**Run 1: placed standard cells**

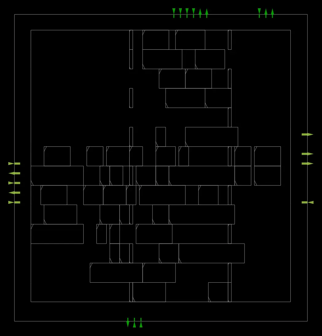
**Run 1: placed cells, one colour a class**

(6 px per um)
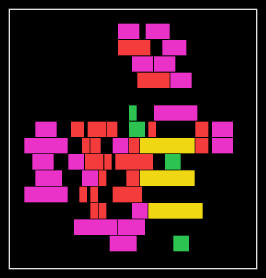
**Run 1: cell area per tile**

(8 px per um) The die is cut into 8 by 9 equal tiles; black is low, pale yellow is high, 0 to 100% covered.
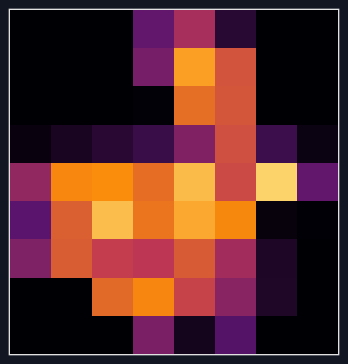
==> config.mk <==
export PLATFORM = sky130hd
export DESIGN_NAME = bram2_port_arbiter_flat
export DESIGN_NICKNAME = d
export VERILOG_FILES = /design/src/rtl/bram2_port_arbiter_if.sv /design/src/rtl/bram2_port_arbiter.sv /design/src/flat_wrapper.sv
export SDC_FILE = /design/constraint.sdc
export NUM_CORES = 1
export LEC_CHECK = 0
export CORE_AREA = 2 2 39 41
export DETAILED_ROUTE_END_ITERATION = 10
export DIE_AREA = 0 0 41 43
export SKIP_CTS_REPAIR_TIMING = 1
export SLEW_MARGIN = 10
export SYNTH_ARGS = -nofsm -noshare
export SYNTH_HDL_FRONTEND = slang
export SYNTH_SLANG_ARGS = --single-unit
==> constraint.sdc <==
create_clock -name CLK -period 2.3 [get_ports CLK]
set_clock_uncertainty 0.1 [all_clocks]
set_input_delay 0.575 -clock CLK [delete_from_list [all_inputs] [get_ports CLK]]
set_output_delay 0.575 -clock CLK [all_outputs]
set_load 0.05 [all_outputs]
==> Changelog: implementation, run 1 <==
### Changed

* Cell family with most CP delay: buffers and inverters
* Syn Area/Cell at 9.047 um2
* Largest net degree at the start of global routing at 7
* Sequential cell area at 75.07 um2
* Worst path slowest cell: clkdlybuf4s50_1
* Final critical-path share of the clock period at 95.57%
* Status: completed
* CTS Buf Count at 3
* I/O pins at 21
* Final Hold Viols at 0
* Final setup viols at 0
* Adder-cell share of the synthesized area at 0%
* Simple-gate share of the synthesized area at 35.11%
* Crit path required time at 1.62 ns
* Combinational Power Share at 45.0%
* Max Cap Violations at 0
* Fillers at 145
* Post-synth mux share at 12.77%
* YS warnings at 0
* Clk buf depth at 2
* Crit. End Element: output pin
* # port buffers at 17
* Fin nets at 61
* Cell Type Count at 16
* Crit path buffers/inverters at 2
* Tmin final at 2.198 ns
* P_int at 186.6 uW
* OpenROAD warnings at 26
* Depth of the worst register-to-register path at 4
* Layout cells sized above 1 at 40.82%
* TNS Setup at 0 ns
* Kind of critical path: primary input to output pin
* Yosys Instances at 26
* DIE WIDTH at 41 um
* CP max stage delay at 0.48 ns
* Post-Synthesis Cell Area at 235.2 um2
* Antenna violations before repair at 0
* Cell count along the critical path at 4
* Antenna diodes at 0
* Pwr Total at 280.8 uW
* R2R setup slack at 1.16 ns
* Crit path launch type: primary input
* Root Buffer: clkbuf_4
* Routed wire length per instance at 8.862 um
* HP Class: primary input to async pin
* Cell Chain, Critical Path: clkdlybuf4s50_1 -> nand3_1 -> a21oi_2 -> buf_12
* Chip area at 1763 um2
* Switching Fraction at 33.56%
* Clock Latency Late Sink at 0.23 ns
* First-pass DRT Iterations at 4
* Seq share, synth at 31.91%
* Synthesized Nets at 37
* Tightest Pin Transition at 0.4882 ns
* Compound Share, Synth at 10.64%
* Main logic family after synthesis: simple AND/OR/NAND/NOR gates
* XOR Share, Synth at 0%
* First-pass GRT wire length at 1007 um
* Vias at 258
* Initial drt markers at 4
* Syn Inst Count at 26
* Yosys stat area at 235.2 um2
* WL final at 576 um
* Post-route ant nets at 0
* Clock power frac at 32.3%
* Max_slew headroom at 67.35%
* Worst-case vdd ir drop at 0.0002006 V
* Area Overhead vs Synth at 121.3%
* All-Layer GR Usage at 9.027%
* Switching power at 94.24 uW
* Power Density at 539.5 nW/um2
* Routability Congestion at 0.7583
* GRT overflow at 0
* Clock-pin transition on the worst setup and hold timing paths at 0.04 ns
* Most numerous logic cell after layout: clkdlybuf4s50_1
* WP data arrival at 1.52 ns
* Max Clock Freq at 454.9 MHz
* Ys flops at 3
* H-Tree Depth at 1
* Most numerous logic cells after layout: clkdlybuf4s50_1, buf_12, buf_4
* TritonCTS clock tree: built
* Logic area at 141.4 um2
* Clock sinks at 3
* Vias in the first global route at 239
* Die Y at 43 um
* Unrepaired setup endpoints after global routing: no
* Max Transition Viols Final at 0
* Vias/cell at 3.969
* CP Max Fanout at 2
* Residual DRC count at 0
* Reg power frac at 22.7%
* Leakage at 0.0002629 uW
Notes on 'placed standard cells' above:
Seq/total area: 14.42%
core area: 1384 um2

Notes on 'placed cells, one colour a class' above:
Key: magenta = other buffers and delay cells [cells 21, share of their area 50%]; red = combinational and other logic [cells 21, share of their area 30%]; green = clock drivers and dummy loads [cells 4, share of their area 5.3%]; yellow = flops [cells 3, share of their area 15%]
Row Count: 14
fin util: 37.61%
final instance area: 520.5 um2

Notes on 'cell area per tile' above:
The mean over all tiles is 28%. 8.3% of the tiles are over 75% full. The fullest tile reaches 90%.
Starting Density: 17.00%

-- run 1: cells in the mapped netlist --
library cell,instances,share of area [%]
nand3_4,1,7.4
or2_2,1,2.7
a31oi_1,1,2.7
mux2_4,2,13
inv_2,1,1.6
and2_1,1,2.7
o32ai_1,1,3.7
nand2_1,3,4.8
buf_4,2,6.4
nor2_1,3,4.8
nand3_1,2,4.3
nor2b_1,1,2.7
nand2b_4,1,5.8
a21oi_1,2,4.3
inv_1,1,1.6
dfrtp_1,3,32
-- run 1: routing by layer --
| metal | wire length (um) | vias up | track usage, % |
|---|---|---|---|
| li1 | - | 133 | - |
| met1 | 225 | 116 | 10.26 |
| met2 | 297 | 9 | 11.56 |
| met3 | 53 | 0 | 6.283 |
| met4 | 0 | 0 | 6.000 |
| met5 | 0 | - | 0 |
-- run 1: power by group through the flow --
| stage | Sequential [uW] | Combinational (uW) | Clock (uW) |
|---|---|---|---|
| finish | 63.7 | 126 | 90.7 |
| floorplan | 63.1 | 75.2 | 0 |
| CTS | 63.8 | 125 | 96.6 |
| global route | 64.8 | 135 | 108 |
| global placement | 63.9 | 123 | 0 |
| detailed placement | 64.1 | 124 | 0 |
-- run 1: cell type report --
| type | instances | share of cell area (%) |
|---|---|---|
| Clock buffer | 4 | 5.048 |
| Inverter | 2 | 1.442 |
| Multi-Input combinational cell | 19 | 27.16 |
| Sequential cell | 3 | 14.42 |
| Timing Repair Buffer | 21 | 48.08 |
| Tap cell | 16 | 3.846 |
-- run 1: metrics by stage --
step	cells	hold slack (ns)	setup slack, ns	area (um2)
after CTS	65	0.4151	-0.1979	501.7
after global placement	61	0.4000	-0.1761	475.5
after floorplan	26	0.2383	0.1244	235.2
after global routing	65	0.2734	0.02946	520.5
after detailed placement	61	0.4066	-0.1984	475.5
final	65	0.2767	0.1019	520.5
==> run 2, diff against run 1 <==
--- a/config.mk
+++ b/config.mk
@@ -9,6 +9,7 @@
 export DETAILED_ROUTE_END_ITERATION = 10
 export DIE_AREA = 0 0 41 43
 export SKIP_CTS_REPAIR_TIMING = 1
+export SKIP_LAST_GASP = 1
 export SLEW_MARGIN = 10
 export SYNTH_ARGS = -nofsm -noshare
 export SYNTH_HDL_FRONTEND = slang
==> run 2 against run 1 <==
Net effect:
- sequential share of layout area stayed put
- combinational power barely moved
- synthesized cell count is the same
- highest routed layer unchanged
- sequential power hardly changed
- core utilization is the same
- global-route usage unchanged
- largest cell class unchanged
- total power unchanged
- count of clock-buffer cells in the layout unchanged
==> Changelog: implementation, run 2 <==
### Changed

* Status: completed (unchanged)
* Power Density at 539.5 nW/um2 (unchanged)
* Unrepaired setup endpoints after global routing: no (unchanged)
* YS warnings at 0 (unchanged)
* Max Transition Viols Final at 0 (unchanged)
* # port buffers at 17 (unchanged)
* Commonest flop: dfrtp_1 (unchanged)
* Routability Congestion at 0.7583 (unchanged)
* HP Class: primary input to async pin (unchanged)
* Vias in the first global route at 239 (unchanged)
* First-pass DRT Iterations at 4 (unchanged)
* Clock Latency Late Sink at 0.23 ns (about the same)
* Synthesized Nets at 37 (unchanged)
* CP Max Fanout at 2 (unchanged)
* Ys flops at 3 (unchanged)
* Fin nets at 61 (unchanged)
* Clock-pin transition on the worst setup and hold timing paths at 0.04 ns (about the same)
* Final Hold Viols at 0 (unchanged)
* Vias/cell at 3.969 (unchanged)
* Most numerous logic cell after layout: clkdlybuf4s50_1 (unchanged)
* Max_slew headroom at 67.35% (unchanged)
* Initial drt markers at 4 (unchanged)
* Antenna violations before repair at 0 (unchanged)
* Area leader, netlist: dfrtp_1 (unchanged)
* Clock sinks at 3 (unchanged)
* Yosys stat area at 235.2 um2 (unchanged)
* Crit path launch type: primary input (unchanged)
* Yosys Instances at 26 (unchanged)
* Syn Area/Cell at 9.047 um2 (unchanged)
* Row Count at 14 (unchanged)
* Layout Cells excl Fill at 65 (unchanged)
* Depth of the worst register-to-register path at 4 (unchanged)
* Antenna diodes at 0 (unchanged)
* Area Overhead vs Synth at 121.3% (unchanged)
* I/O pins at 21 (unchanged)
* Starting Density at 17.00% (unchanged)
* Most numerous logic cells after layout: clkdlybuf4s50_1, buf_12, buf_4 (unchanged)
* Crit path required time at 1.62 ns (about the same)
* Die Y at 43 um (unchanged)
* H-Tree Depth at 1 (unchanged)
* Max Clock Freq at 454.9 MHz (unchanged)
* Cell area leaders: dfrtp_1, mux2_4, nand3_4, buf_4, nand2b_4 (unchanged)
* Largest net degree at the start of global routing at 7 (unchanged)
* Chip area at 1763 um2 (unchanged)
* GRT overflow at 0 (unchanged)
* Root Buffer: clkbuf_4 (unchanged)
* Post-synth EDFFs at 0 (unchanged)
* Seq share, synth at 31.91% (unchanged)
* Most frequent cells after synthesis: dfrtp_1, nand2_1, nor2_1 (unchanged)
* All-Layer GR Usage at 9.027% (unchanged)
* Max Cap Violations at 0 (unchanged)
* OpenROAD warnings at 26 (unchanged)
* Post-route ant nets at 0 (unchanged)
* WP data arrival at 1.52 ns (about the same)
* Post-synth top area share at 31.91% (unchanged)
* Worst-case vdd ir drop at 0.0002006 V (unchanged)
* Layout cells sized above 1 at 40.82% (unchanged)
* Core area at 1384 um2 (unchanged)
* Tmin final at 2.198 ns (unchanged)
* Fraction of registers with async set/reset at 100.0% (unchanged)
* TritonCTS clock tree: built (unchanged)
* First-pass GRT wire length at 1007 um (unchanged)
* Dpl cells at 61 (unchanged)
* Final setup viols at 0 (unchanged)
* CTS Buf Count at 3 (unchanged)
* Post-Synthesis Cell Area at 235.2 um2 (unchanged)
* WL final at 576 um (unchanged)
* Leakage at 0.0002629 uW (unchanged)
* Final critical-path share of the clock period at 95.57% (unchanged)
* Pwr Total at 280.8 uW (unchanged)
* Fin util at 37.61% (unchanged)
* Syn Inst Count at 26 (unchanged)
* Tightest Pin Transition at 0.4882 ns (unchanged)
* Residual DRC count at 0 (unchanged)
* R2R setup slack at 1.16 ns (about the same)
* DIE WIDTH at 41 um (unchanged)
* Kind of critical path: primary input to output pin (unchanged)
* Crit. End Element: output pin (unchanged)
* Clk buf depth at 2 (unchanged)
* Cell Type Count at 16 (unchanged)
[run 2: logic make-up (layout without fill, tap and decap cells)]
group	Yosys count	after routing	synth area share, %
muxes	2	2	12.77
buffers and inverters	4	27	9.570
and+or+nand+nor	13	13	35.11
AOI/OAI and AO/OA	4	4	10.64
DFF	3	3	31.91
[run 2: per-layer routing]
metal | vias to the layer above | routed length [um] | GRT usage [%]
met4 | 0 | 0 | 6.000
li1 | 133 | - | -
met1 | 116 | 225 | 10.26
met3 | 0 | 53 | 6.283
met2 | 9 | 297 | 11.56
met5 | - | 0 | 0
[run 2: cell type report]
cell class / instances / area, um2
fillers: 145 / 863.3
repair buffers: 21 / 250.2
multi-input cells: 19 / 141.4
flip-flops and latches: 3 / 75.07
clock buffers: 4 / 26.28
well taps: 16 / 20.02
inverters: 2 / 7.507
[run 2: power by group]
part	total [uW]	switching, uW	leakage (uW)	internal [uW]
Combinational	126	63.9	0.000210	62.5
Clock	90.7	25.8	0.0000150	64.9
Sequential	63.7	4.55	0.0000375	59.1
[run 2: critical path: stages]
cell             delay [ns]
clkdlybuf4s50_1        0.48
nand3_1                0.09
a21oi_2                0.21
buf_12                 0.16
[run 2: stage by stage]
step	worst slack (ns)	area (um2)	setup TNS, ns	hold WS, ns
floorplan	0.1244	235.2	0	0.2383
global placement	-0.1761	475.5	-0.5643	0.4000
detailed placement	-0.1984	475.5	-0.6104	0.4066
CTS	-0.1979	501.7	-0.6428	0.4151
global route	0.02946	520.5	0	0.2734
finish	0.1019	520.5	0	0.2767
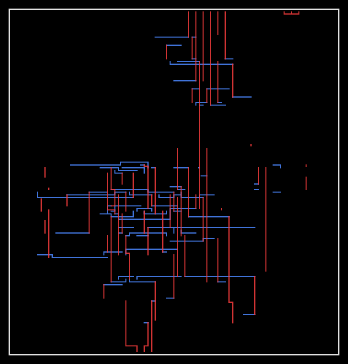
**Above:** run 2 (signal wires by layer).
(8 px per um) Only two layers are drawn.
Key: red = metal 2 [wire length 298 um]; blue = metal 1 [wire length 226 um]
routed wire length per instance: 8.862 um
Vias: 258

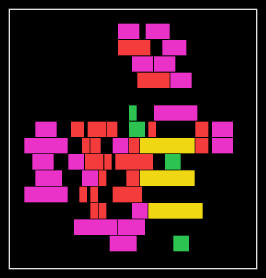
**Above:** run 2 (placed cells, one colour a class).
(6 px per um)
Key: green = clock drivers and dummy loads [cells 4, share of their area 5.3%]; red = combinational and other logic [cells 21, share of their area 30%]; magenta = other buffers and delay cells [cells 21, share of their area 50%]; yellow = flops [cells 3, share of their area 15%]

Power figures rest on the tool's default switching activity, not on a simulated workload.
